--- src/rtl/slave_rx_regfiles.sv ---
// rtl/slave_rx_regfiles.sv - single-wire command receiver driving a 4 x 3-bit slave register file
// Optional even-parity bit in the frame: define SLAVE_RX_PARITY_EN.
module slave_rx_regfiles #(
    parameter int BIT_CYCLES = 8,
    parameter int CNT_W      = 8
) (
    input  logic       clk,
    input  logic       rst,
    input  logic       rx_line,
    output logic [2:0] reg0,
    output logic [2:0] reg1,
    output logic [2:0] reg2,
    output logic [2:0] reg3,
    output logic       rx_done,
    output logic       rx_err,
    output logic       rd_valid,
    output logic [2:0] rd_data
);
    localparam logic [CNT_W-1:0] HALF_M1 = CNT_W'(BIT_CYCLES / 2 - 1);
    localparam logic [CNT_W-1:0] FULL_M1 = CNT_W'(BIT_CYCLES - 1);

    typedef enum logic [2:0] {IDLE, START, DATA, PARITY, STOP, WAIT_IDLE} state_t;

    state_t           state;
    logic [1:0]       sync;
    logic             rxs;
    logic [CNT_W-1:0] cnt;
    logic [2:0]       bit_cnt;
    logic [5:0]       frame;
    logic             par_ok;
    logic [2:0]       regs [4];

    assign rxs  = sync[1];
    assign reg0 = regs[0];
    assign reg1 = regs[1];
    assign reg2 = regs[2];
    assign reg3 = regs[3];

    // Bits shift in MSB-first, so frame lands as {cmd, addr[1:0], data[2:0]}.
    always_ff @(posedge clk) begin
        if (rst) begin
            sync     <= 2'b11;
            state    <= IDLE;
            cnt      <= '0;
            bit_cnt  <= '0;
            frame    <= '0;
            par_ok   <= 1'b1;
            rx_done  <= 1'b0;
            rx_err   <= 1'b0;
            rd_valid <= 1'b0;
            rd_data  <= '0;
            for (int i = 0; i < 4; i++) regs[i] <= '0;
        end else begin
            sync     <= {sync[0], rx_line};
            rx_done  <= 1'b0;
            rx_err   <= 1'b0;
            rd_valid <= 1'b0;
            case (state)
                IDLE: begin
                    cnt     <= '0;
                    bit_cnt <= '0;
                    par_ok  <= 1'b1;
                    if (!rxs) state <= START;
                end
                START: begin
                    if (cnt == HALF_M1) begin
                        cnt   <= '0;
                        state <= rxs ? IDLE : DATA;
                    end else begin
                        cnt <= cnt + 1'b1;
                    end
                end
                DATA: begin
                    if (cnt == FULL_M1) begin
                        cnt     <= '0;
                        frame   <= {frame[4:0], rxs};
                        bit_cnt <= bit_cnt + 1'b1;
                        if (bit_cnt == 3'd5) begin
`ifdef SLAVE_RX_PARITY_EN
                            state <= PARITY;
`else
                            state <= STOP;
`endif
                        end
                    end else begin
                        cnt <= cnt + 1'b1;
                    end
                end
`ifdef SLAVE_RX_PARITY_EN
                PARITY: begin
                    if (cnt == FULL_M1) begin
                        cnt    <= '0;
                        par_ok <= (rxs == ^frame);
                        state  <= STOP;
                    end else begin
                        cnt <= cnt + 1'b1;
                    end
                end
`endif
                STOP: begin
                    if (cnt == FULL_M1) begin
                        cnt <= '0;
                        if (!rxs) begin
                            rx_err <= 1'b1;
                            state  <= WAIT_IDLE;
                        end else if (!par_ok) begin
                            rx_err <= 1'b1;
                            state  <= IDLE;
                        end else begin
                            rx_done <= 1'b1;
                            if (frame[5]) begin
                                regs[frame[4:3]] <= frame[2:0];
                            end else begin
                                rd_data  <= regs[frame[4:3]];
                                rd_valid <= 1'b1;
                            end
                            state <= IDLE;
                        end
                    end else begin
                        cnt <= cnt + 1'b1;
                    end
                end
                // A stuck-low line must return high before a new start is seen.
                WAIT_IDLE: begin
                    if (rxs) state <= IDLE;
                end
                default: state <= IDLE;
            endcase
        end
    end
endmodule

--- config.mk ---
export PLATFORM = sky130hd
export DESIGN_NAME = slave_rx_regfiles
export DESIGN_NICKNAME = d
export VERILOG_FILES = /design/src/rtl/slave_rx_regfiles.sv
export SDC_FILE = /design/constraint.sdc
export NUM_CORES = 1
export LEC_CHECK = 0
export CAP_MARGIN = 20
export CELL_PAD_IN_SITES_DETAIL_PLACEMENT = 0
export CELL_PAD_IN_SITES_GLOBAL_PLACEMENT = 1
export CORE_MARGIN = 3
export CORE_UTILIZATION = 46
export DETAILED_ROUTE_END_ITERATION = 12
export GPL_TIMING_DRIVEN = 0
export PLACE_DENSITY_LB_ADDON = 0.05
export SYNTH_ARGS = -nofsm -noshare
export SYNTH_HDL_FRONTEND = slang
export SYNTH_SLANG_ARGS = --single-unit
--- constraint.sdc ---
create_clock -name clk -period 3.6 [get_ports clk]
set_input_delay 0.36 -clock clk [delete_from_list [all_inputs] [get_ports clk]]
set_output_delay 0.36 -clock clk [all_outputs]
set_load 0.1 [all_outputs]
**A small window of the routed layout**

The bar under the picture is 5 µm long. Window x 42 to 62, y 42 to 62 µm. Cells in gray, sequential cells in the stronger gray; small squares are vias.
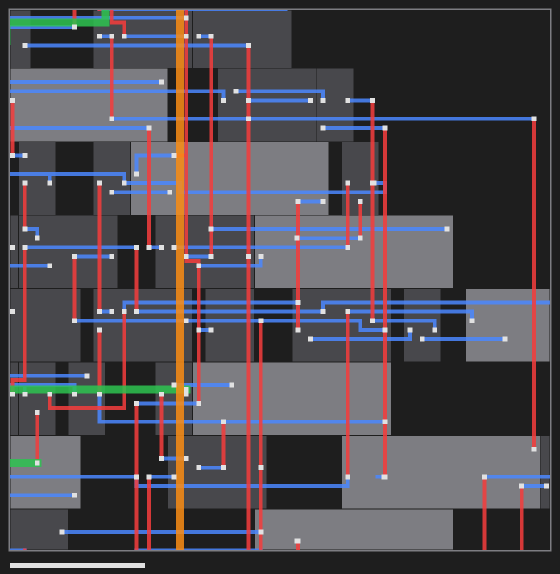
legend:
  orange:
    layer: metal 4
  red:
    layer: metal 2
  blue:
    layer: metal 1
  green:
    layer: metal 3
netlist names of flops here include: frame (3), rd_data (2)
cells with their middle in the window: 25
most frequent: mux2i_1 (8), nor2_1 (6), dfxtp_1 (6)
sequential cells in the window: 6

**Routing congestion**

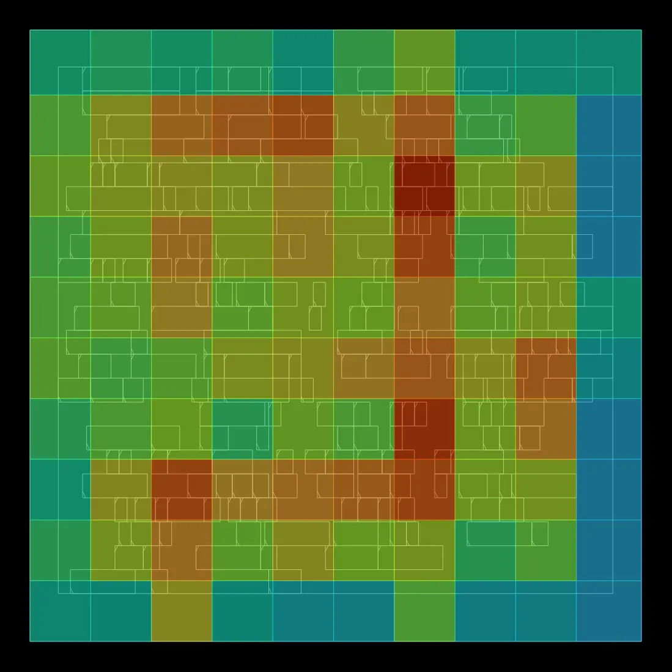
most crowded layer after global routing: met2
Global Route Usage Sum: 18.4%
DR WL/cell: 15.7 µm

==> impl_metrics.toml <==
# yosys + openroad results
[global_route]
grt_pass1_vias = 1420
grt_pass1_wl_mm = 6.92
antenna_found_initial = 0
grt_overflow = 0
use_met2_pct = 26.9
grt_max_degree = 14
grt_use_met3_pct = 6.67

[power]
clock_power_share_pct = 33.1
p_int_mw = 0.647
power_density_nw_per_um2 = 411
power.leakage_nw = 0.858
clock_net_power_mw = 0.299
ir_drop_mv = 0.229
p_switching_mw = 0.258
p_seq_mw = 0.481
pwr-share-seq_pct = 53.1
comb_power_mw = 0.125
power.group.top = "sequential cells"
p_comb_share_pct = 13.8
sw_frac_of_total_pct = 28.5

[drt]
routed.top_layer = "met4"
wl_met2_mm = 1.88
viasPerCell = 5.65
drc = 0
first_pass_iters = 4
first_iter_violations = 56
wl_met3_um = 177
drtAntennaViolNets = 0
met1_length_mm = 1.96

[yosys]
yosysChipArea_um2 = 1850
ys_seq_share_pct = 49.7
logic_family = "simple AND/OR/NAND/NOR gates"
synth-async-reset-ratio_pct = 0
yosys_cells = 183
ys_types = 47
synth-xor-area-share_pct = 0.945
topCellsByArea = "dfxtp_1, edfxtp_1, nor2_1"
adder_share_pct = 2.56
synth-main-ff-cell = "dfxtp_1"
ys_sh_aoi_pct = 13.4
syn_area_um2 = 1850
edf_count = 12
top_area_cell = "dfxtp_1"
yosys_warnings = 0
synthCells = 183
mux_share_pct = 8.50
synthesis.nets = 189
top_area_share_pct = 30.2
ys_ff = 40
syn_avg_cell_area_um2 = 10.1
simple_gate_area_share_pct = 21.9

[sta]
worstMarginPinSlew_ps = 998
holdWs_ps = 415
maxSlewHeadroom_pct = 33.3
post-route-min-period_ps = 2400
rsz0062_at_grt = "false"
skew_ps = 2.82
setup_viol_count_final = 0
fmax_ghz = 0.416
slew_viol_final = 0
hold_viol = 0
fin_tns_setup_ps = 0
finalCritPeriodShare_pct = 66.8

[clocking]
cts_made_buffers = 5
cts_resized = 0
clock_sinks = 40
clk_path_buf_depth = 2
cts_tree = "done"
hold_buffers = 0
root_buffer = "clkbuf_8"
clk_pin_slew_ps = 80
h-tree-depth = 2
insertion_delay_ps = 300
postCtsSetupBuffers = 0

[die]
fp.dieH_um = 69.5
io-pin-count = 21
initCoreUtil_pct = 49.2
die_x_um = 69.5
core_area_um2 = 3770
design.die.area_um2 = 4830
rows = 22

[setup_path]
cp-end-kind = "flop"
cp-start-kind = "flop"
critPathKind = "flop to flop"
path_cells = "ha_1 -> nand4bb_1 -> nor2_4 -> nand3_1 -> o41ai_1"
cp.required_ps = 3540
crit_slowest_cell = "o41ai_1"
critPathMaxFanout = 7
critical_path.max_stage_delay_ps = 710
critical_path_arrival_ps = 2340
reg2reg_depth = 5

[finish]
mostFrequentLayoutCell = "dfxtp_1"
num_antenna_cells = 0
fin_nets = 216
synthToLayoutAreaGrowth_pct = 18.8
nFillCells = 341
final_cell_mix = "dfxtp_1, nor2_1, clkdlybuf4s50_1"
drive_gt1_share_pct = 11.8
stdcell_area_um2 = 2200

[run]
log.warning_count = 27
cap_viol_max_count = 0

[placed_design]
placed_cell_area_um2 = 2110
port_buffers = 20
gp_congestion = 0.885
place_hpwl_mm = 3.00

[worst_hold_path]
hp-class = "flop to flop"
whs_path_depth = 1

[status]
status = "finished, final reports clean"
**The metal 1 layer**

The bar under the picture is 20 µm long. Cells faint in the background.
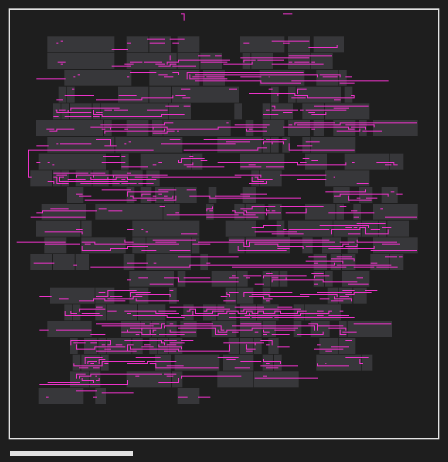
nets with wire on the layer: 204
longest straight run: 23.5 µm
main direction: horizontal
share of all routed wire: 48%
wirelength, routed: 4.07 mm
met1 Use GR: 24.7%
via count: 1464

**Signal metal coverage by tile**

The die is cut into 14 by 14 equal tiles; white is low, dark blue is high, scaled to the fullest tile. Values are wire area over tile area, all layers added.
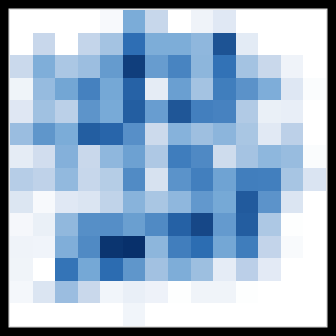
tiles over half the peak: 29%
fullest tile: 0.41
nearly empty tiles: 21%
emptiest ninth of the die: south-east
mean over tiles: 0.13

-- critical path: cells and delay by family (launching register included) --
| family | cells | cell delay [ps] |
|---|---|---|
| AOI/OAI and AO/OA | 1 | 710 |
| adders and majority gates | 1 | 300 |
| DFF | 1 | 380 |
| and+or+nand+nor | 3 | 640 |
-- Yosys cell counts, types with 4 or more instances --
library cell	count
a21oi_1	4
and3_1	5
clkbuf_1	5
dfxtp_1	28
edfxtp_1	12
inv_1	4
mux2i_1	9
nand2_1	14
nand3_1	8
nor2_1	26
nor3_1	6
o21ai_1	4
o31ai_1	5
or2_2	4
-- layout make-up --
type	count	area, µm²	area share (%)
Multi-Input combinational cell	130	878	39.9
Clock inverter	3	18.8	0.852
Clock buffer	5	68.8	3.13
Sequential cell	40	921	41.8
Buffer	8	36.3	1.65
Tap cell	48	60.1	2.73
Timing Repair Buffer	20	200	9.09
Inverter	5	18.8	0.852
-- metrics by stage --
stage | power (mW) | instances | utilization, % | worst slack (ps)
after floorplan | 0.586 | 183 | - | 1580
after global placement | 0.613 | 251 | 56.1 | 1310
after detailed placement | 0.616 | 251 | 56.1 | 1200
after CTS | 0.911 | 259 | 58.4 | 1180
after global routing | 0.944 | 259 | 58.4 | 950
final | 0.905 | 259 | 58.4 | 1200
-- worst paths after layout --
| check | startpoint | end | slack, ps |
|---|---|---|---|
| min reg2reg | sync[0] | sync[1] | 420 |
| min | sync[0] | sync[1] | 420 |
| max reg2reg | cnt[0] | regs[0][2] | 1200 |
| max | cnt[0] | regs[0][2] | 1200 |
-- flip-flops by register name (all words and copies together) (netlist names), 2 cells and up --
signal / count
regs: 12
sync: 2
bit_cnt: 3
cnt: 8
frame: 6
state: 3
rd_data: 3
Power figures rest on the tool's default switching activity, not on a simulated workload.
